--- src/rtl/uart_rx_engine.sv ---
// UART 8N1 receive engine: input synchronizer, oversampled frame FSM,
// first-word-fall-through receive FIFO and sticky error flags.
module uart_rx_engine #(
  parameter int DATA_BITS  = 8,
  parameter int OVERSAMPLE = 16,
  parameter int FIFO_DEPTH = 4
) (
  input  logic                 i_clock,
  input  logic                 i_reset,
  input  logic                 i_ce,
  input  logic                 i_rx,
  input  logic                 i_rdEnable,
  input  logic                 i_clrErr,
  output logic [DATA_BITS-1:0] o_data,
  output logic                 o_valid,
  output logic                 o_busy,
  output logic                 o_frameError,
  output logic                 o_overrun
);

  localparam int CW = $clog2(OVERSAMPLE);
  localparam int BW = $clog2(DATA_BITS + 1);
  localparam int AW = $clog2(FIFO_DEPTH);

  localparam logic [CW-1:0] TICK_ONE  = CW'(1);
  localparam logic [CW-1:0] HALF_LAST = CW'(OVERSAMPLE / 2 - 1);
  localparam logic [CW-1:0] FULL_LAST = CW'(OVERSAMPLE - 1);
  localparam logic [BW-1:0] BIT_ONE   = BW'(1);
  localparam logic [BW-1:0] BIT_LAST  = BW'(DATA_BITS - 1);
  localparam logic [AW:0]   PTR_ONE   = (AW + 1)'(1);

  typedef enum logic [2:0] {
    IDLE  = 3'd0,
    START = 3'd1,
    DATA  = 3'd2,
    STOP  = 3'd3,
    BREAK = 3'd4
  } state_t;

  state_t                 state_r, state_next_s;
  logic [CW-1:0]          tick_r, tick_next_s;
  logic [BW-1:0]          bit_r, bit_next_s;
  logic [DATA_BITS-1:0]   shift_r, shift_next_s;
  logic                   rx_meta_r, rxs_r;
  logic                   push_s, ferr_set_s;

  logic [DATA_BITS-1:0]   mem_r [FIFO_DEPTH];
  logic [AW:0]            wr_ptr_r, rd_ptr_r;
  logic                   full_s, empty_s, pop_s, push_ok_s, ovr_set_s;
  logic                   frame_error_r, overrun_r;

  // Two-flop synchronizer for the asynchronous serial line (idles high).
  always_ff @(posedge i_clock) begin
    if (i_reset) begin
      rx_meta_r <= 1'b1;
      rxs_r     <= 1'b1;
    end else begin
      rx_meta_r <= i_rx;
      rxs_r     <= rx_meta_r;
    end
  end

  // Frame FSM state and counters.
  always_ff @(posedge i_clock) begin
    if (i_reset) begin
      state_r <= IDLE;
      tick_r  <= '0;
      bit_r   <= '0;
      shift_r <= '0;
    end else begin
      state_r <= state_next_s;
      tick_r  <= tick_next_s;
      bit_r   <= bit_next_s;
      shift_r <= shift_next_s;
    end
  end

  // Next-state logic; everything advances only on oversample ticks.
  always_comb begin
    state_next_s = state_r;
    tick_next_s  = tick_r;
    bit_next_s   = bit_r;
    shift_next_s = shift_r;
    push_s       = 1'b0;
    ferr_set_s   = 1'b0;
    if (i_ce) begin
      case (state_r)
        IDLE: begin
          if (!rxs_r) begin
            state_next_s = START;
            tick_next_s  = '0;
          end else begin
            state_next_s = IDLE;
          end
        end
        START: begin
          if (tick_r == HALF_LAST) begin
            if (rxs_r) begin
              state_next_s = IDLE;
            end else begin
              state_next_s = DATA;
              tick_next_s  = '0;
              bit_next_s   = '0;
            end
          end else begin
            tick_next_s = tick_r + TICK_ONE;
          end
        end
        DATA: begin
          if (tick_r == FULL_LAST) begin
            tick_next_s  = '0;
            shift_next_s = {rxs_r, shift_r[DATA_BITS-1:1]};
            if (bit_r == BIT_LAST) begin
              state_next_s = STOP;
            end else begin
              bit_next_s = bit_r + BIT_ONE;
            end
          end else begin
            tick_next_s = tick_r + TICK_ONE;
          end
        end
        STOP: begin
          if (tick_r == FULL_LAST) begin
            tick_next_s = '0;
            if (rxs_r) begin
              push_s       = 1'b1;
              state_next_s = IDLE;
            end else begin
              ferr_set_s   = 1'b1;
              state_next_s = BREAK;
            end
          end else begin
            tick_next_s = tick_r + TICK_ONE;
          end
        end
        BREAK: begin
          if (rxs_r) begin
            state_next_s = IDLE;
          end else begin
            state_next_s = BREAK;
          end
        end
        default: begin
          state_next_s = IDLE;
        end
      endcase
    end else begin
      state_next_s = state_r;
    end
  end

  // A pop in the same cycle frees the slot, so a push into a full FIFO is then accepted.
  assign empty_s   = (wr_ptr_r == rd_ptr_r);
  assign full_s    = (wr_ptr_r[AW] != rd_ptr_r[AW]) && (wr_ptr_r[AW-1:0] == rd_ptr_r[AW-1:0]);
  assign pop_s     = i_rdEnable && !empty_s;
  assign push_ok_s = push_s && (!full_s || pop_s);
  assign ovr_set_s = push_s && full_s && !pop_s;

  // Receive FIFO storage and pointers.
  always_ff @(posedge i_clock) begin
    if (i_reset) begin
      wr_ptr_r <= '0;
      rd_ptr_r <= '0;
      for (int i = 0; i < FIFO_DEPTH; i++) begin
        mem_r[i] <= '0;
      end
    end else begin
      if (push_ok_s) begin
        mem_r[wr_ptr_r[AW-1:0]] <= shift_r;
        wr_ptr_r                <= wr_ptr_r + PTR_ONE;
      end
      if (pop_s) begin
        rd_ptr_r <= rd_ptr_r + PTR_ONE;
      end
    end
  end

  // Sticky error flags; a set event beats a simultaneous clear.
  always_ff @(posedge i_clock) begin
    if (i_reset) begin
      frame_error_r <= 1'b0;
      overrun_r     <= 1'b0;
    end else begin
      if (ferr_set_s) begin
        frame_error_r <= 1'b1;
      end else if (i_clrErr) begin
        frame_error_r <= 1'b0;
      end
      if (ovr_set_s) begin
        overrun_r <= 1'b1;
      end else if (i_clrErr) begin
        overrun_r <= 1'b0;
      end
    end
  end

  assign o_data       = mem_r[rd_ptr_r[AW-1:0]];
  assign o_valid      = !empty_s;
  assign o_busy       = (state_r != IDLE);
  assign o_frameError = frame_error_r;
  assign o_overrun    = overrun_r;

endmodule
--- config.mk ---
export PLATFORM = sky130hd
export DESIGN_NAME = uart_rx_engine
export DESIGN_NICKNAME = d
export VERILOG_FILES = /design/src/rtl/uart_rx_engine.sv
export SDC_FILE = /design/constraint.sdc
export NUM_CORES = 1
export LEC_CHECK = 0
export CORE_ASPECT_RATIO = 0.8
export CORE_MARGIN = 5
export CORE_UTILIZATION = 32
export DETAILED_ROUTE_END_ITERATION = 12
export PLACE_DENSITY = 0.61
export SLEW_MARGIN = 40
export SYNTH_ARGS = -nofsm -noshare
export SYNTH_HDL_FRONTEND = slang
export SYNTH_SLANG_ARGS = --single-unit
--- constraint.sdc ---
create_clock -name i_clock -period 2.3 [get_ports i_clock]
set_input_delay 0.46 -clock i_clock [delete_from_list [all_inputs] [get_ports i_clock]]
set_output_delay 0.46 -clock i_clock [all_outputs]
set_load 0.02 [all_outputs]
Met3 routing:
Bar = 20 um. Cells faint in the background.
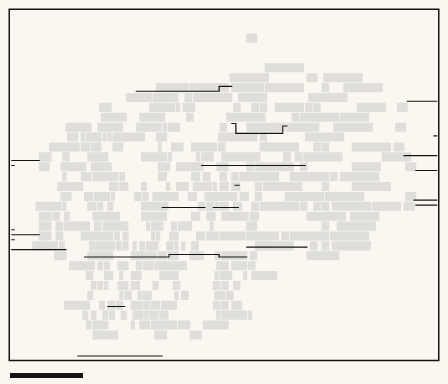
wire length on this layer	254 um
main direction	horizontal

==> impl_metrics.csv <==
group,metric,value,unit
yosys,ys_cells,250,
pwr,power_leader,"the clock network",
setup_path,r2r_slack,150,ps
setup_path,cp_max_fo,11,
grt,grt.overflow.total,0,
clock_tree,cts_resized,13,
timing,hold_viol,0,
yosys,ys.flops,63,
setup_path,criticalPathCategory,"reg -> out",
pwr,p_comb,0.0918,mW
timing,min_period,2160,ps
worst_hold_path,hold_path.class,"reg -> reg",
final_layout,logic_gates,170,
detailed_routing,viasPerCell,4.85,
clock_tree,clock-sinks,63,
detailed_routing,drt_first_pass_iters,4,
final_layout,drive_above_1_share,20.1,%
grt,grtUsageMet2,17.9,%
die,io_pins,18,
pwr,p_leak,1.32,nW
placed_design,gp_congestion,0.813,
final_layout,largestRegisters,"mem_r: 32 flops, shift_r: 8 flops",
final_layout,clock_buffers,9,
pwr,peakVddDrop,0.393,mV
final_layout,nNonClkInverters,6,
setup_path,cp.arrival,1700,ps
pwr,power_frac_clock,53.0,%
yosys,adder_share,1.69,%
detailed_routing,vias,1955,
final_layout,seq_share,42.9,%
detailed_routing,dr_wl_met2,2750,um
final_layout,design_area,3700,um2
setup_path,r2r_start,"tick_r[0]",
timing,max_slew_margin,62.5,%
setup_path,crit_end,"o_busy",
setup_path,cp_cell_sequence,"buf_4 -> or3_1 -> clkdlybuf4s50_1",
yosys,ys_area,2970,um2
yosys,yosysUniqueCellTypes,51,
detailed_routing,routed.top_layer,"met4",
run_status,outcome,"completed",
setup_path,startpoint,"state_r[1]",
setup_path,end_kind,"output port",
timing,worst_slew_pin_slew,560,ps
yosys,synth-edff-count,32,
final_layout,comb_area_share,35.5,%
placed_design,dpl.cell_count,387,
clock_tree,clock_latency,330,ps
clock_tree,cts_setup_buffers,0,
final_layout,top_register,"mem_r",
pwr,intPower,2.21,mW
setup_path,worstPathRequired,1840,ps
placed_design,pre_cts_ws,-141,ps
timing,report.final.setup_viol,0,
setup_path,slowest_delay,540,ps
yosys,syn_inst,250,
grt,grt_pass1_wl,9980,um
die,rows,31,
die,die_y,96.1,um
timing,report.final.slew_viol_count,0,
detailed_routing,drt-met1-wl,3020,um
timing,fin_crit_sh,94.0,%
clock_tree,ctsHoldBuffers,0,
setup_path,cp_slowest_cell,"clkdlybuf4s50_1",
final_layout,layout.nonclk_buf_share,8.23,%
die,die_area,11300,um2
detailed_routing,routed_wl,6080,um
final_layout,area.combinational,1310,um2
yosys,synthXorXnorAreaFrac,1.77,%
die,die_width,118,um
detailed_routing,antenna_left,0,
final_layout,n_antenna_cell,0,
setup_path,reg2regPathDepth,6,
detailed_routing,drc,0,
final_layout,layout_top_cells,"and2_1 (33), edfxtp_1 (32), dfxtp_1 (29), nor2_1 (20), buf_4 (14)",
yosys,logic_family,"simple AND/OR/NAND/NOR gates",
setup_path,crit_family,"buffers and inverters",
final_layout,area_delta_synth_final,24.5,%
timing,finalSetupTns,0,ps
pwr,sw_frac_of_total,21.0,%
yosys,postSynth.asyncResetShare,0,%
final_layout,regArea,1580,um2
grt,grt_max_degree,19,
clock_tree,cts_made_buffers,9,
die,taps,115,
worst_hold_path,hold_end,"rxs_r",
grt,grt_most_used_layer,"met2",
yosys,yosys.area_share.simple,22.0,%
flow_run,warning_count,27,
yosys,yosysWarnings,0,
setup_path,cp_num_cells,3,
yosys,ys_sh_aoi,9.23,%
pwr,p_sw,0.588,mW
die,core,9040,um2
yosys,synth.avg_cell_area,11.9,um2
pwr,comb_power_share,3.3,%
timing,fin_hold_ws,406,ps
placed_design,hpwlAfterDp,4260,um
final_layout,clock_cell_area_share,8.87,%
placed_design,post_dp_cell_area,3360,um2
clock_tree,clkTransAtPathRegs,60,ps
detailed_routing,wl_per_cell,15.1,um
final_layout,nNetsFinal,293,
final_layout,flops,63,
grt,track_usage,11.5,%
yosys,synth_nets,260,
yosys,synth_area,2970,um2
timing,rsz0062_at_grt,"false",
yosys,mux_area_share,9.11,%
pwr,power_density,757,nW/um2
yosys,flop_cell,"edfxtp_1",
final_layout,instances_no_fill,403,
pwr,p_seq_share,43.7,%
die,initCoreUtil,32.8,%
grt,antenna_found_initial,0,
final_layout,fin_util,40.9,%
timing,worst_slack,139,ps
detailed_routing,wl_met3,253,um
clock_tree,cts_buffer_depth,2,
clock_tree,htreeDepth,3,
final_layout,layout_top_cell,"and2_1",
yosys,synth_seq_share,53.3,%
pwr,power,2.80,mW
grt,grt_pass1_vias,1938,
setup_path,r2r_end,"mem_r[3][3]",
pwr,p_clk,1.48,mW
final_layout,signal_buffers,33,
timing,max_freq,463,MHz
setup_path,cp-start-kind,"flop",
grt,gr-usage-met1,14.7,%
flow_run,drv_cap,0,
final_layout,largest_cell_class,"registers",
placed_design,port_buffers,17,
Sequential cells coloured by netlist name:
Other sequential cells in the stronger grey, the rest of the logic in the fainter grey.
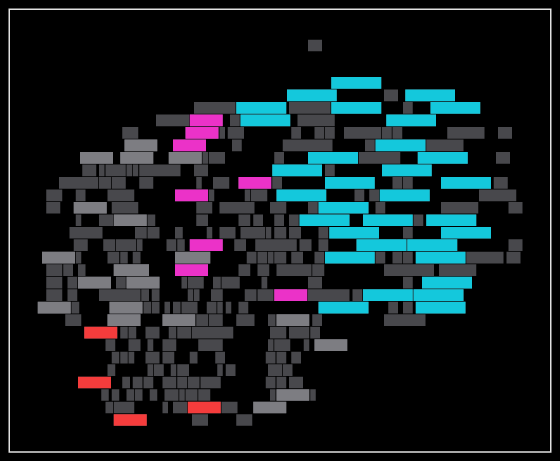
colour	name in the netlist	flops
red	tick_r	4
magenta	shift_r	8
cyan	mem_r	32
not coloured	19

cell usage after synthesis, types with 2 or more instances:
cell type   n  area [um2]
and2_1     33         206
edfxtp_1   32         961
dfxtp_1    31         621
nor2_1     20        75.1
a21oi_1    11        55.1
mux2i_1     9        90.1
mux4_2      8         180
o21ai_0     8        40.0
inv_1       6        22.5
nand2_1     6        22.5
nand2b_1    6        37.5
nor3_1      6        30.0
xor2_1      5        43.8
clkbuf_1    4        15.0
ha_1        4        50.1
o31ai_1     4        30.0
or2_2       4        25.0
a31oi_1     3        18.8
buf_1       3        11.3
buf_6       3        33.8
nand3_1     3        15.0
o22ai_1     3        18.8
o311ai_0    3        26.3
or3_1       3        18.8
and3_1      2        12.5
nand3b_1    2        15.0
nor4_4      2        42.5
o41ai_1     2        17.5
or4_1       2        15.0
Power is estimated from default activity; no workload was simulated.
